===== config.mk =====
export PLATFORM = sky130hd
export DESIGN_NAME = alu_seq_ctrl
export DESIGN_NICKNAME = d
export VERILOG_FILES = /design/src/rtl/alu_ctrl_pkg.sv /design/src/rtl/mul_div_iter.sv /design/src/rtl/alu_seq_ctrl.sv
export SDC_FILE = /design/constraint.sdc
export NUM_CORES = 1
export LEC_CHECK = 0
export CAP_MARGIN = 20
export CELL_PAD_IN_SITES_DETAIL_PLACEMENT = 1
export CELL_PAD_IN_SITES_GLOBAL_PLACEMENT = 2
export CORE_ASPECT_RATIO = 1.1
export CORE_UTILIZATION = 39
export DETAILED_ROUTE_END_ITERATION = 10
export PLACE_DENSITY = 0.94
export SLEW_MARGIN = 20
export SYNTH_ARGS = -nofsm -noshare
export SYNTH_HDL_FRONTEND = slang
export SYNTH_HIERARCHICAL = 1
export SYNTH_SLANG_ARGS = --single-unit

===== constraint.sdc =====
create_clock -name clk -period 5.1 [get_ports clk]
set_input_delay 1.53 -clock clk [delete_from_list [all_inputs] [get_ports clk]]
set_output_delay 1.53 -clock clk [all_outputs]
set_load 0.005 [all_outputs]

===== src/rtl/alu_ctrl_pkg.sv =====
// Shared encodings for the sequenced ALU controller.
// Opcodes, FSM states and the default word width.
package alu_ctrl_pkg;

    localparam int WIDTH_DEF = 32;

    typedef enum logic [3:0] {
        OP_AND = 4'd0,
        OP_OR  = 4'd1,
        OP_ADD = 4'd2,
        OP_SUB = 4'd3,
        OP_SHL = 4'd4,
        OP_SHR = 4'd5,
        OP_MUL = 4'd6,
        OP_DIV = 4'd7
    } opcode_e;

    typedef enum logic [1:0] {
        ST_IDLE = 2'd0,
        ST_ITER = 2'd1,
        ST_DONE = 2'd2
    } state_e;

endpackage


===== src/rtl/mul_div_iter.sv =====
// One-bit-per-step datapath: shift-add multiply, restoring divide.
// hi:lo holds the running product or remainder:quotient.
module mul_div_iter #(
    parameter int WIDTH = 32
) (
    input  logic             clk,
    input  logic             reset_n,
    input  logic             load,
    input  logic             step,
    input  logic             is_div,
    input  logic [WIDTH-1:0] op_a,
    input  logic [WIDTH-1:0] op_b,
    output logic [WIDTH-1:0] hi,
    output logic [WIDTH-1:0] lo
);

    logic [WIDTH-1:0] den_q;
    logic [WIDTH:0]   add_sum;
    logic [WIDTH:0]   rem_sh;
    logic [WIDTH:0]   rem_diff;
    logic [WIDTH-1:0] hi_d;
    logic [WIDTH-1:0] lo_d;

    always_comb begin
        add_sum  = {1'b0, hi} + (lo[0] ? {1'b0, den_q} : '0);
        rem_sh   = {hi, lo[WIDTH-1]};
        rem_diff = rem_sh - {1'b0, den_q};
        hi_d     = add_sum[WIDTH:1];
        lo_d     = {add_sum[0], lo[WIDTH-1:1]};
        if (is_div) begin
            // bit WIDTH of the difference is the borrow
            if (!rem_diff[WIDTH]) begin
                hi_d = rem_diff[WIDTH-1:0];
                lo_d = {lo[WIDTH-2:0], 1'b1};
            end else begin
                hi_d = rem_sh[WIDTH-1:0];
                lo_d = {lo[WIDTH-2:0], 1'b0};
            end
        end
    end

    always_ff @(posedge clk or negedge reset_n) begin
        if (!reset_n) begin
            den_q <= '0;
            hi    <= '0;
            lo    <= '0;
        end else if (load) begin
            den_q <= op_b;
            hi    <= '0;
            lo    <= op_a;
        end else if (step) begin
            hi    <= hi_d;
            lo    <= lo_d;
        end
    end

endmodule


===== src/rtl/alu_seq_ctrl.sv =====
// Sequenced ALU: single-cycle logic/arith ops plus
// WIDTH-step iterative MUL/DIV through mul_div_iter.
module alu_seq_ctrl
    import alu_ctrl_pkg::*;
#(
    parameter int WIDTH = WIDTH_DEF
) (
    input  logic             clk,
    input  logic             reset_n,
    input  logic             start,
    input  logic [3:0]       opcode,
    input  logic [WIDTH-1:0] rb,
    input  logic [WIDTH-1:0] ry,
    output logic             ready,
    output logic             done,
    output logic [WIDTH-1:0] result_lo,
    output logic [WIDTH-1:0] result_hi,
    output logic             div_by_zero
);

    localparam int CW = (WIDTH > 1) ? $clog2(WIDTH) : 1;
    localparam logic [CW-1:0] CNT_LAST = CW'(WIDTH - 1);

    state_e           state_q;
    state_e           state_d;
    logic [CW-1:0]    cnt_q;
    logic             div_q;
    logic             iter_q;
    logic [WIDTH-1:0] res_lo_q;
    logic [WIDTH-1:0] res_hi_q;
    logic             dz_q;

    logic [WIDTH-1:0] sc_lo;
    logic [WIDTH-1:0] sc_hi;
    logic             sc_dz;
    logic             iter_req;
    logic             load;
    logic             step;
    logic             last;
    logic             sel_dp;
    logic [WIDTH-1:0] dp_hi;
    logic [WIDTH-1:0] dp_lo;

    always_comb begin
        sc_lo    = '0;
        sc_hi    = '0;
        sc_dz    = 1'b0;
        iter_req = 1'b0;
        case (opcode)
            OP_AND: sc_lo = rb & ry;
            OP_OR:  sc_lo = rb | ry;
            OP_ADD: sc_lo = rb + ry;
            OP_SUB: sc_lo = rb - ry;
            OP_SHL: sc_lo = rb << ry[4:0];
            OP_SHR: sc_lo = rb >> ry[4:0];
            OP_MUL: iter_req = 1'b1;
            OP_DIV: begin
                if (ry == '0) begin
                    sc_lo = '1;
                    sc_hi = rb;
                    sc_dz = 1'b1;
                end else begin
                    iter_req = 1'b1;
                end
            end
            default: ;
        endcase
    end

    assign last = (cnt_q == CNT_LAST);

    always_comb begin
        state_d = state_q;
        load    = 1'b0;
        step    = 1'b0;
        case (state_q)
            ST_IDLE: begin
                if (start) begin
                    load    = iter_req;
                    state_d = iter_req ? ST_ITER : ST_DONE;
                end
            end
            ST_ITER: begin
                step = 1'b1;
                if (last) state_d = ST_DONE;
            end
            ST_DONE: state_d = ST_IDLE;
            default: state_d = ST_IDLE;
        endcase
    end

    always_ff @(posedge clk or negedge reset_n) begin
        if (!reset_n) begin
            state_q  <= ST_IDLE;
            cnt_q    <= '0;
            div_q    <= 1'b0;
            iter_q   <= 1'b0;
            res_lo_q <= '0;
            res_hi_q <= '0;
            dz_q     <= 1'b0;
        end else begin
            state_q <= state_d;
            case (state_q)
                ST_IDLE: begin
                    if (start) begin
                        div_q  <= (opcode == OP_DIV);
                        iter_q <= iter_req;
                        cnt_q  <= '0;
                        if (!iter_req) begin
                            res_lo_q <= sc_lo;
                            res_hi_q <= sc_hi;
                            dz_q     <= sc_dz;
                        end
                    end
                end
                ST_ITER: cnt_q <= last ? '0 : cnt_q + 1'b1;
                ST_DONE: begin
                    // capture iterative result so it survives the next load
                    if (iter_q) begin
                        res_lo_q <= dp_lo;
                        res_hi_q <= dp_hi;
                        dz_q     <= 1'b0;
                        iter_q   <= 1'b0;
                    end
                end
                default: ;
            endcase
        end
    end

    mul_div_iter #(
        .WIDTH(WIDTH)
    ) u_iter (
        .clk    (clk),
        .reset_n(reset_n),
        .load   (load),
        .step   (step),
        .is_div (div_q),
        .op_a   (rb),
        .op_b   (ry),
        .hi     (dp_hi),
        .lo     (dp_lo)
    );

    assign ready       = (state_q == ST_IDLE);
    assign done        = (state_q == ST_DONE);
    assign sel_dp      = done && iter_q;
    assign result_lo   = sel_dp ? dp_lo : res_lo_q;
    assign result_hi   = sel_dp ? dp_hi : res_hi_q;
    assign div_by_zero = !sel_dp && dz_q;

endmodule


### Wiring by layer, run 1

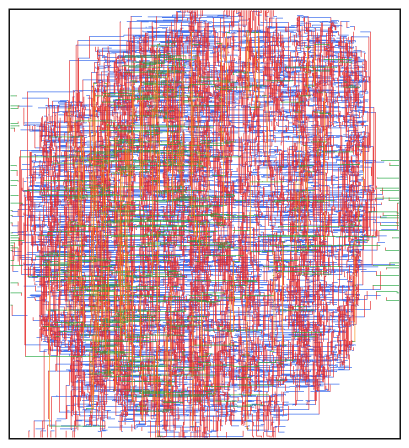
[metal 1] blue | wire length: 35.1 mm
[metal 4] orange | wire length: 4630 um
[metal 3] green | wire length: 5930 um
[metal 2] red | wire length: 41.0 mm
total number of vias: 21320
final wirelength: 86.70 mm
wire length per cell: 26.17 um
GRT Total Usage: 34.85%

### Signal wires on met3, run 1

The bar under the picture is 50 um long.
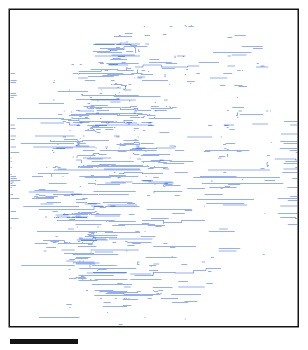
wire length on this layer: 5930 um
nets with wire on the layer: 388
GR Util met3: 4.141%

### Cell outlines without signal wires, run 1

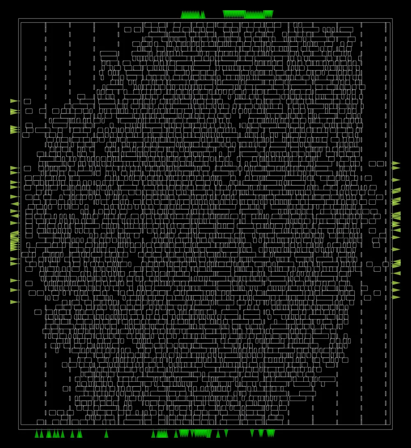
std cell rows: 84
tally of non-filler cells in the final layout: 3313

### Clock wires, drivers and flops, run 1

The bar under the picture is 50 um long.
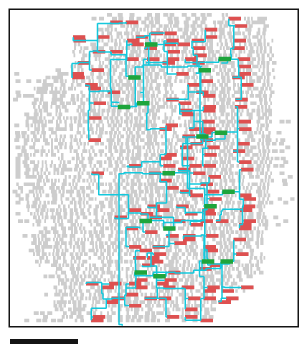
[clock wires] cyan | length: 2610 um
[clock drivers] green | count: 17
[flip-flops] red | count: 170
routed clock nets: 18
portion of total power attributed to the clock network: 12.7%
clock group total power: 0.00144 W

==> impl_results.rst, run 1 <==
Synthesis and place-and-route
=============================

.. list-table::
   :header-rows: 1

   * - Metric
     - Value
   * - Critical Path Sink
     - res_lo_q[27]
   * - Routed metal-1 wirelength
     - 35.12 mm
   * - First-pass GRT wire length
     - about 130 mm
   * - Buffer levels on the longest clock path
     - 2
   * - Overall die width
     - 212.4 um
   * - Hold violation count in the final report
     - 0
   * - Total count of max-transition violations in the final report
     - 0
   * - Post-synthesis chip area from yosys
     - ~19000 um2
   * - Finished Core Util
     - a little under 50%
   * - Part of the total power dissipated in combinational logic
     - 64.4%
   * - Layout Nets
     - 2832
   * - Number of remaining DRC errors
     - 0
   * - Met2 WL post-DR
     - 41.03 mm
   * - PnR Total Power
     - ~0.011 W
   * - Num CTS Buffers
     - 17
   * - M1 GR Usage
     - 44.05%
   * - Drt first pass iters
     - 5
   * - Post-synthesis cell count from yosys
     - about 2400
   * - Post-synth EDFFs
     - 0
   * - Async S/R FF share, synth
     - 100.0%
   * - Prevailing post-synth register cell
     - sky130_fd_sc_hd__dfrtp_1
   * - Slack of the worst reg-to-reg path
     - between 0.8 and 0.9 ns
   * - Inserted tap cell count
     - 645
   * - Final HPWL from detailed placement
     - between 60 and 70 mm
   * - Area share of the largest cell type after synthesis
     - ~22%
   * - Combinational Power
     - about 0.0073 W
   * - Multi-input logic portion of the cell area
     - between 60% and 70%
   * - Largest net degree at the start of global routing
     - 99
   * - Vias per cell
     - 6.435
   * - Busiest grt layer
     - met2
   * - Clock-cell share of area
     - 2.644%
   * - Layout cell share with drive strength beyond 1
     - 17.88%
   * - Clock-pin slew on the worst setup and hold paths
     - around 0.070 ns
   * - Number of storage elements in the synthesis netlist
     - between 150 and 200
   * - Top fanout value on the critical path
     - 6
   * - Vertical die size
     - approximately 230 um
   * - Cell-internal power
     - 0.005839 W
   * - Post-layout minimum cycle time
     - ~5.2 ns
   * - Final Skew
     - 0.01418 ns
   * - Combined buffer and inverter count along the critical path
     - 2
   * - Worst path required time
     - between 5 and 6 ns
   * - Leakage power total
     - 9.600 nW
   * - Sequential cell area fraction in the yosys report
     - 22.39%
   * - Instance count after placement with tap cells included
     - around 3300
   * - Chain of cells forming the critical path
     - buf_8 -> inv_6 -> ha_4 -> or4b_4 -> or3_4 -> or3_4 -> nor3b_4 -> nand2b_1 -> o21ai_2 -> xor2_2 -> ha_4 -> a21o_1 -> a21o_1 -> a21oi_2 -> nor3_1 -> a221oi_1 -> nand3_1 -> a211oi_2 -> a221oi_1
   * - Non-clock buffer share of cell area
     - around 14%
   * - Latency at later pin
     - between 0.4 and 0.5 ns
   * - Fraction of the cycle the final worst path needs
     - 102.1%
   * - Most area-hungry cell type in the Yosys netlist
     - sky130_fd_sc_hd__dfrtp_1
   * - Initial Utilization
     - about two fifths
   * - Cell family contributing the most delay on the critical path
     - simple AND/OR/NAND/NOR gates
   * - Top area cells in the synthesized netlist
     - sky130_fd_sc_hd__dfrtp_1, sky130_fd_sc_hd__ha_1, sky130_fd_sc_hd__mux2_2
   * - Number of sequential cells in the layout
     - approximately 170
   * - Commonest non-fill, non-tap cell in the layout
     - sky130_fd_sc_hd__nand2_1
   * - Number of inserted diodes
     - 0
   * - Total met3 wirelength after detailed routing
     - ~5.9 mm
   * - DP Area
     - ~22000 um2
   * - Highest achievable clock rate
     - ~190 MHz
   * - Slack of the critical path
     - -0.1056 ns
   * - RSZ-0062 raised after global routing
     - yes
   * - Area of combinational cells with multiple inputs
     - roughly 14000 um2
   * - Number of input and output port buffers inserted
     - approximately 140
   * - Startpoint of the worst setup timing path
     - ry[1]
   * - Number of antenna violations at the first check in global routing
     - 1
   * - Distinct lib cells
     - around 94
   * - Hold buffers post-CTS
     - 0
   * - Uppermost signal routing layer after detailed routing
     - met4
   * - CTS sink cnt
     - 170
   * - Startpoint of the worst hold path
     - res_lo_q[4]
   * - Layout buffer count excluding clock buffers
     - about 370
   * - Main kind of combinational logic by area
     - AND-OR/OR-AND gates
   * - Status
     - finished with violations
   * - Worst hold path class
     - reg2reg
   * - Count of warnings emitted by yosys
     - 6
   * - End point of the worst hold path
     - res_lo_q[4]
   * - Final Cell Area
     - roughly 23000 um2
   * - Top cells by count
     - sky130_fd_sc_hd__nand2_1, sky130_fd_sc_hd__o21ai_0, sky130_fd_sc_hd__nor2_1, sky130_fd_sc_hd__a21oi_1, sky130_fd_sc_hd__dfrtp_1
   * - Crit start category
     - input port
   * - Cell type taking the most area
     - multi-input combinational cells
   * - Resize count post-CTS
     - 31
   * - Most frequent cells in the layout
     - sky130_fd_sc_hd__nand2_1, sky130_fd_sc_hd__buf_4, sky130_fd_sc_hd__o21ai_0, sky130_fd_sc_hd__nor2_1, sky130_fd_sc_hd__a21oi_1
   * - Worst slew margin relative to its limit
     - between 10% and 20%
   * - Global-route met2 utilization
     - about 58%
   * - Critical Path Max Stage Delay
     - about 0.48 ns
   * - VDD IR max
     - ~0.35 mV
   * - Reported net switching power
     - ~0.0054 W
   * - Maximum level of the CTS H-tree
     - 4
   * - Worst-path cell with the longest stage delay
     - sky130_fd_sc_hd__or4b_4
   * - Mux share of post-synthesis cell area
     - 14.36%
   * - Clock tree from TritonCTS
     - done
   * - Type of the setup path with the least slack
     - in2reg
   * - Area of the die
     - between 40000 and 50000 um2
   * - Top power group
     - combinational cells
   * - Worst setup timing slack at the placement stage
     - -0.9474 ns
   * - Depth of the worst register-to-register path
     - 12
   * - Number of logic stages on the critical path including buffering
     - 19
   * - Sequential standard cell area
     - 4255 um2
   * - Worst path arrival time
     - 5.53 ns
   * - Startpoint of the worst-slack reg-to-reg timing path
     - u_iter/lo[0]
   * - Aggregate global routing overflow
     - 0
   * - Share of synthesized cell area in and-or and or-and compound cells
     - 25.84%
   * - Share of synthesized cell area in full adder, half adder and majority cells
     - under 10%
   * - Area growth, synth to finish
     - 22.31%
   * - Gpl congestion
     - around 1.0
   * - Number of maximum-capacitance violations
     - 0
   * - Placeable Area
     - about 48000 um2
   * - Parity-gate share of the synthesized area counting xor and xnor cells
     - 4.801%
   * - Total of clock buffers placed in the layout
     - 19
   * - Number of failing setup endpoints in the final timing report
     - 4
   * - Transition time at the pin with the least slew margin
     - about 1.2 ns
   * - Total standard cell area after synthesis
     - 19000 um2
   * - Count of buffers added by post-CTS timing repair for setup
     - 5
   * - Hold depth
     - 2
   * - Number of nets with antenna violations after routing
     - 0
   * - Stage-log warning count
     - 32
   * - Multi-Input Combinational
     - 2029
   * - Number of fillers in the final layout
     - just under 6000
   * - Worst slack on hold paths
     - between 0.4 and 0.5 ns
   * - Initial detailed-routing violation count
     - a little over 2000
   * - Failing checks
     - negative setup slack
   * - Register share of total power
     - 22.9%
   * - Sequential cell area share
     - a little under a fifth
   * - Switching portion of total power
     - about half
   * - Pwr dens
     - ~490 nW/um2
   * - Count of non-CTS inverters in the layout
     - 65
   * - IO Pins
     - about 140
   * - Crit end category
     - register
   * - Cell with the most instances after synthesis
     - sky130_fd_sc_hd__nand2_1
   * - Summed negative setup slack over all endpoints
     - -0.3474 ns
   * - Mapped Cells
     - between 2000 and 2500
   * - Synthesized area divided by synthesized cell count
     - just under 8 um2
   * - R2R Path End
     - u_iter/hi[30]
   * - Library cell used as clock root buffer
     - sky130_fd_sc_hd__clkbuf_16
==> run 2, diff against run 1 <==
--- a/config.mk
+++ b/config.mk
@@ -11,6 +11,7 @@
 export CORE_ASPECT_RATIO = 1.1
 export CORE_UTILIZATION = 39
 export DETAILED_ROUTE_END_ITERATION = 10
+export GPL_ROUTABILITY_DRIVEN = 0
 export PLACE_DENSITY = 0.94
 export SLEW_MARGIN = 20
 export SYNTH_ARGS = -nofsm -noshare
### Wiring by layer, run 2

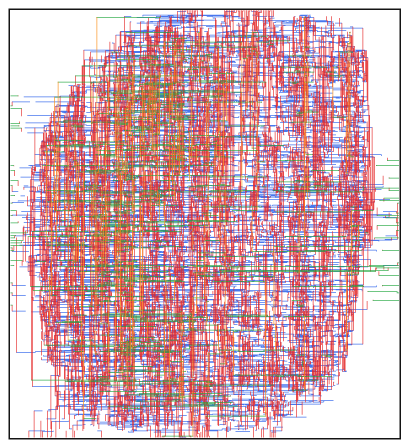
[metal 2] red | wire length: 41.3 mm
[metal 3] green | wire length: 7290 um
[metal 1] blue | wire length: 34.4 mm
[metal 4] orange | wire length: 5380 um
GRT Total Usage: 35.18%
wire length per cell: 26.74 um
final wirelength: 88.32 mm
total number of vias: 21501

==> run 2 against run 1 <==
The flow still finishes with violations (negative setup slack); flip-flop count stayed put; clock skew is 0.0032 ns lower; combinational power hardly changed; global-route usage is 0.33 points higher; setup slack worse by 0.11 ns; cell count is 0.30% lower; synthesized cell count stayed put; register-to-register slack better by 0.10 ns; sequential share of layout area is 0.11 points higher.
==> impl_results.rst, run 2 <==
Synthesis and place-and-route
=============================

.. list-table::
   :header-rows: 1

   * - Metric
     - Value
   * - Total of clock buffers placed in the layout
     - 18 (was 19)
   * - Overall die width
     - 212.4 um (unchanged)
   * - Met2 WL post-DR
     - 41.28 mm (was 41.03 mm)
   * - Cell-internal power
     - 0.005738 W (was 0.005839 W)
   * - Post-layout minimum cycle time
     - 5.313 ns (was 5.206 ns)
   * - Portion of total power attributed to the clock network
     - 12.6% (was 12.7%)
   * - Resize count post-CTS
     - 33 (was 31)
   * - Layout cell share with drive strength beyond 1
     - 17.98% (was 17.88%)
   * - Initial Utilization
     - 39.64% (unchanged)
   * - Fraction of the cycle the final worst path needs
     - 104.2% (was 102.1%)
   * - PnR Total Power
     - 0.01128 W (about the same)
   * - Worst slack on hold paths
     - 0.4800 ns (was 0.4996 ns)
   * - Top power group
     - combinational cells (unchanged)
   * - RSZ-0062 raised after global routing
     - yes (unchanged)
   * - Number of failing setup endpoints in the final timing report
     - 7 (was 4)
   * - Number of inserted diodes
     - 0 (unchanged)
   * - Top fanout value on the critical path
     - 5 (was 6)
   * - Critical Path Sink
     - res_lo_q[31] (was res_lo_q[27])
   * - Layout Nets
     - 2820 (was 2832)
   * - Transition time at the pin with the least slew margin
     - 1.021 ns (was 1.228 ns)
   * - Final Skew
     - 0.01098 ns (was 0.01418 ns)
   * - Hold buffers post-CTS
     - 0 (unchanged)
   * - R2R Path End
     - u_iter/hi[29] (was u_iter/hi[30])
   * - Combinational Power
     - 0.00729 W (was 0.00726 W)
   * - Mux share of post-synthesis cell area
     - 14.36% (unchanged)
   * - Library cell used as clock root buffer
     - sky130_fd_sc_hd__clkbuf_16 (unchanged)
   * - Final Cell Area
     - 23100 um2 (was 23240 um2)
   * - Number of input and output port buffers inserted
     - 137 (unchanged)
   * - Global-route met2 utilization
     - 57.81% (was 57.87%)
   * - Cell type taking the most area
     - multi-input combinational cells (unchanged)
   * - Main kind of combinational logic by area
     - AND-OR/OR-AND gates (unchanged)
   * - Number of fillers in the final layout
     - 5880 (was 5885)
   * - Crit end category
     - register (unchanged)
   * - GR Util met3
     - 6.010% (was 4.141%)
   * - Total standard cell area after synthesis
     - 19000 um2 (unchanged)
   * - Status
     - finished with violations (unchanged)
   * - Startpoint of the worst setup timing path
     - ry[1] (unchanged)
   * - Placeable Area
     - 47930 um2 (unchanged)
   * - DP Area
     - 22260 um2 (was 22380 um2)
   * - Critical Path Max Stage Delay
     - 0.49 ns (was 0.48 ns)
   * - Number of storage elements in the synthesis netlist
     - 170 (unchanged)
   * - Area growth, synth to finish
     - 21.60% (was 22.31%)
   * - Type of the setup path with the least slack
     - in2reg (unchanged)
   * - Chain of cells forming the critical path
     - buf_8 -> inv_6 -> ha_4 -> or4b_4 -> or3_4 -> or3_4 -> nor3b_4 -> buf_4 -> nor2_2 -> xnor2_1 -> ha_2 -> nand2_1 -> nor2_2 -> nand4_1 -> o31a_1 -> nor4_4 -> o31a_1 -> o21ai_2 -> a31oi_1 (was buf_8 -> inv_6 -> ha_4 -> or4b_4 -> or3_4 -> or3_4 -> nor3b_4 -> nand2b_1 -> o21ai_2 -> xor2_2 -> ha_4 -> a21o_1 -> a21o_1 -> a21oi_2 -> nor3_1 -> a221oi_1 -> nand3_1 -> a211oi_2 -> a221oi_1)
   * - Clock-cell share of area
     - 2.632% (was 2.644%)
   * - Slack of the worst reg-to-reg path
     - 0.99 ns (was 0.89 ns)
   * - Top area cells in the synthesized netlist
     - sky130_fd_sc_hd__dfrtp_1, sky130_fd_sc_hd__ha_1, sky130_fd_sc_hd__mux2_2 (unchanged)
   * - Post-synthesis cell count from yosys
     - 2439 (unchanged)
   * - Post-synth EDFFs
     - 0 (unchanged)
   * - Count of warnings emitted by yosys
     - 6 (unchanged)
   * - Cell family contributing the most delay on the critical path
     - simple AND/OR/NAND/NOR gates (unchanged)
   * - Clock-pin slew on the worst setup and hold paths
     - 0.08 ns (was 0.07 ns)
   * - Post-synthesis chip area from yosys
     - 19000 um2 (unchanged)
   * - Slack of the critical path
     - -0.2135 ns (was -0.1056 ns)
   * - Number of logic stages on the critical path including buffering
     - 19 (unchanged)
   * - Cell with the most instances after synthesis
     - sky130_fd_sc_hd__nand2_1 (unchanged)
   * - Clock group total power
     - 0.00142 W (was 0.00144 W)
   * - Vertical die size
     - 233.5 um (unchanged)
   * - Finished Core Util
     - 48.20% (was 48.49%)
   * - Sequential standard cell area
     - 4255 um2 (unchanged)
   * - Worst slew margin relative to its limit
     - 31.97% (was 17.26%)
   * - Commonest non-fill, non-tap cell in the layout
     - sky130_fd_sc_hd__nand2_1 (unchanged)
   * - VDD IR max
     - 0.4796 mV (was 0.3544 mV)
   * - Buffer levels on the longest clock path
     - 2 (unchanged)
   * - Part of the total power dissipated in combinational logic
     - 64.6% (was 64.4%)
   * - End point of the worst hold path
     - res_lo_q[9] (was res_lo_q[4])
   * - Combined buffer and inverter count along the critical path
     - 3 (was 2)
   * - Layout buffer count excluding clock buffers
     - 362 (was 374)
   * - Num CTS Buffers
     - 17 (unchanged)
   * - Parity-gate share of the synthesized area counting xor and xnor cells
     - 4.801% (unchanged)
   * - Std cell rows
     - 84 (unchanged)
   * - Crit start category
     - input port (unchanged)
   * - Multi-Input Combinational
     - 2029 (unchanged)
   * - Initial detailed-routing violation count
     - 2020 (was 2041)
   * - Number of antenna violations at the first check in global routing
     - 0 (was 1)
   * - Routed metal-1 wirelength
     - 34.38 mm (was 35.12 mm)
   * - Switching portion of total power
     - 49.14% (was 48.23%)
   * - Count of non-CTS inverters in the layout
     - 65 (unchanged)
   * - M1 GR Usage
     - 43.51% (was 44.05%)
   * - Non-clock buffer share of cell area
     - 13.44% (was 13.98%)
   * - Area of combinational cells with multiple inputs
     - 14070 um2 (was 14060 um2)
   * - CTS sink cnt
     - 170 (unchanged)
   * - Share of synthesized cell area in full adder, half adder and majority cells
     - 8.601% (unchanged)
   * - Leakage power total
     - 9.523 nW (was 9.600 nW)
   * - Count of buffers added by post-CTS timing repair for setup
     - 4 (was 5)
   * - Prevailing post-synth register cell
     - sky130_fd_sc_hd__dfrtp_1 (unchanged)
   * - Worst path arrival time
     - 5.71 ns (was 5.53 ns)
   * - Worst path required time
     - 5.50 ns (was 5.43 ns)
   * - Maximum level of the CTS H-tree
     - 4 (unchanged)
   * - Startpoint of the worst-slack reg-to-reg timing path
     - u_iter/lo[0] (unchanged)
   * - Worst-path cell with the longest stage delay
     - sky130_fd_sc_hd__or4b_4 (unchanged)
   * - Async S/R FF share, synth
     - 100.0% (unchanged)
   * - Latency at later pin
     - 0.47 ns (was 0.46 ns)
   * - Startpoint of the worst hold path
     - res_lo_q[9] (was res_lo_q[4])
   * - Failing checks
     - negative setup slack (unchanged)
   * - Top cells by count
     - sky130_fd_sc_hd__nand2_1, sky130_fd_sc_hd__o21ai_0, sky130_fd_sc_hd__nor2_1, sky130_fd_sc_hd__a21oi_1, sky130_fd_sc_hd__dfrtp_1 (unchanged)
   * - Aggregate global routing overflow
     - 0 (unchanged)
   * - Worst setup timing slack at the placement stage
     - -0.8932 ns (was -0.9474 ns)
   * - Total count of max-transition violations in the final report
     - 0 (unchanged)
   * - Most frequent cells in the layout
     - sky130_fd_sc_hd__nand2_1, sky130_fd_sc_hd__o21ai_0, sky130_fd_sc_hd__buf_4, sky130_fd_sc_hd__nor2_1, sky130_fd_sc_hd__a21oi_1 (was sky130_fd_sc_hd__nand2_1, sky130_fd_sc_hd__buf_4, sky130_fd_sc_hd__o21ai_0, sky130_fd_sc_hd__nor2_1, sky130_fd_sc_hd__a21oi_1)
   * - Mapped Cells
     - 2439 (unchanged)
   * - Depth of the worst register-to-register path
     - 14 (was 12)
   * - Share of synthesized cell area in and-or and or-and compound cells
     - 25.84% (unchanged)
   * - Register share of total power
     - 22.8% (was 22.9%)
### Cell outlines without signal wires, run 2

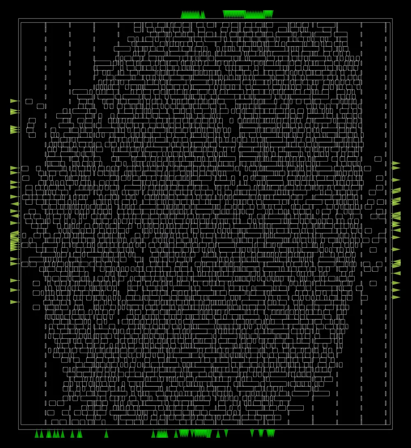
inserted tap cell count: 645
number of sequential cells in the layout: 170
tally of non-filler cells in the final layout: 3303

Power and IR drop assume default switching activity.
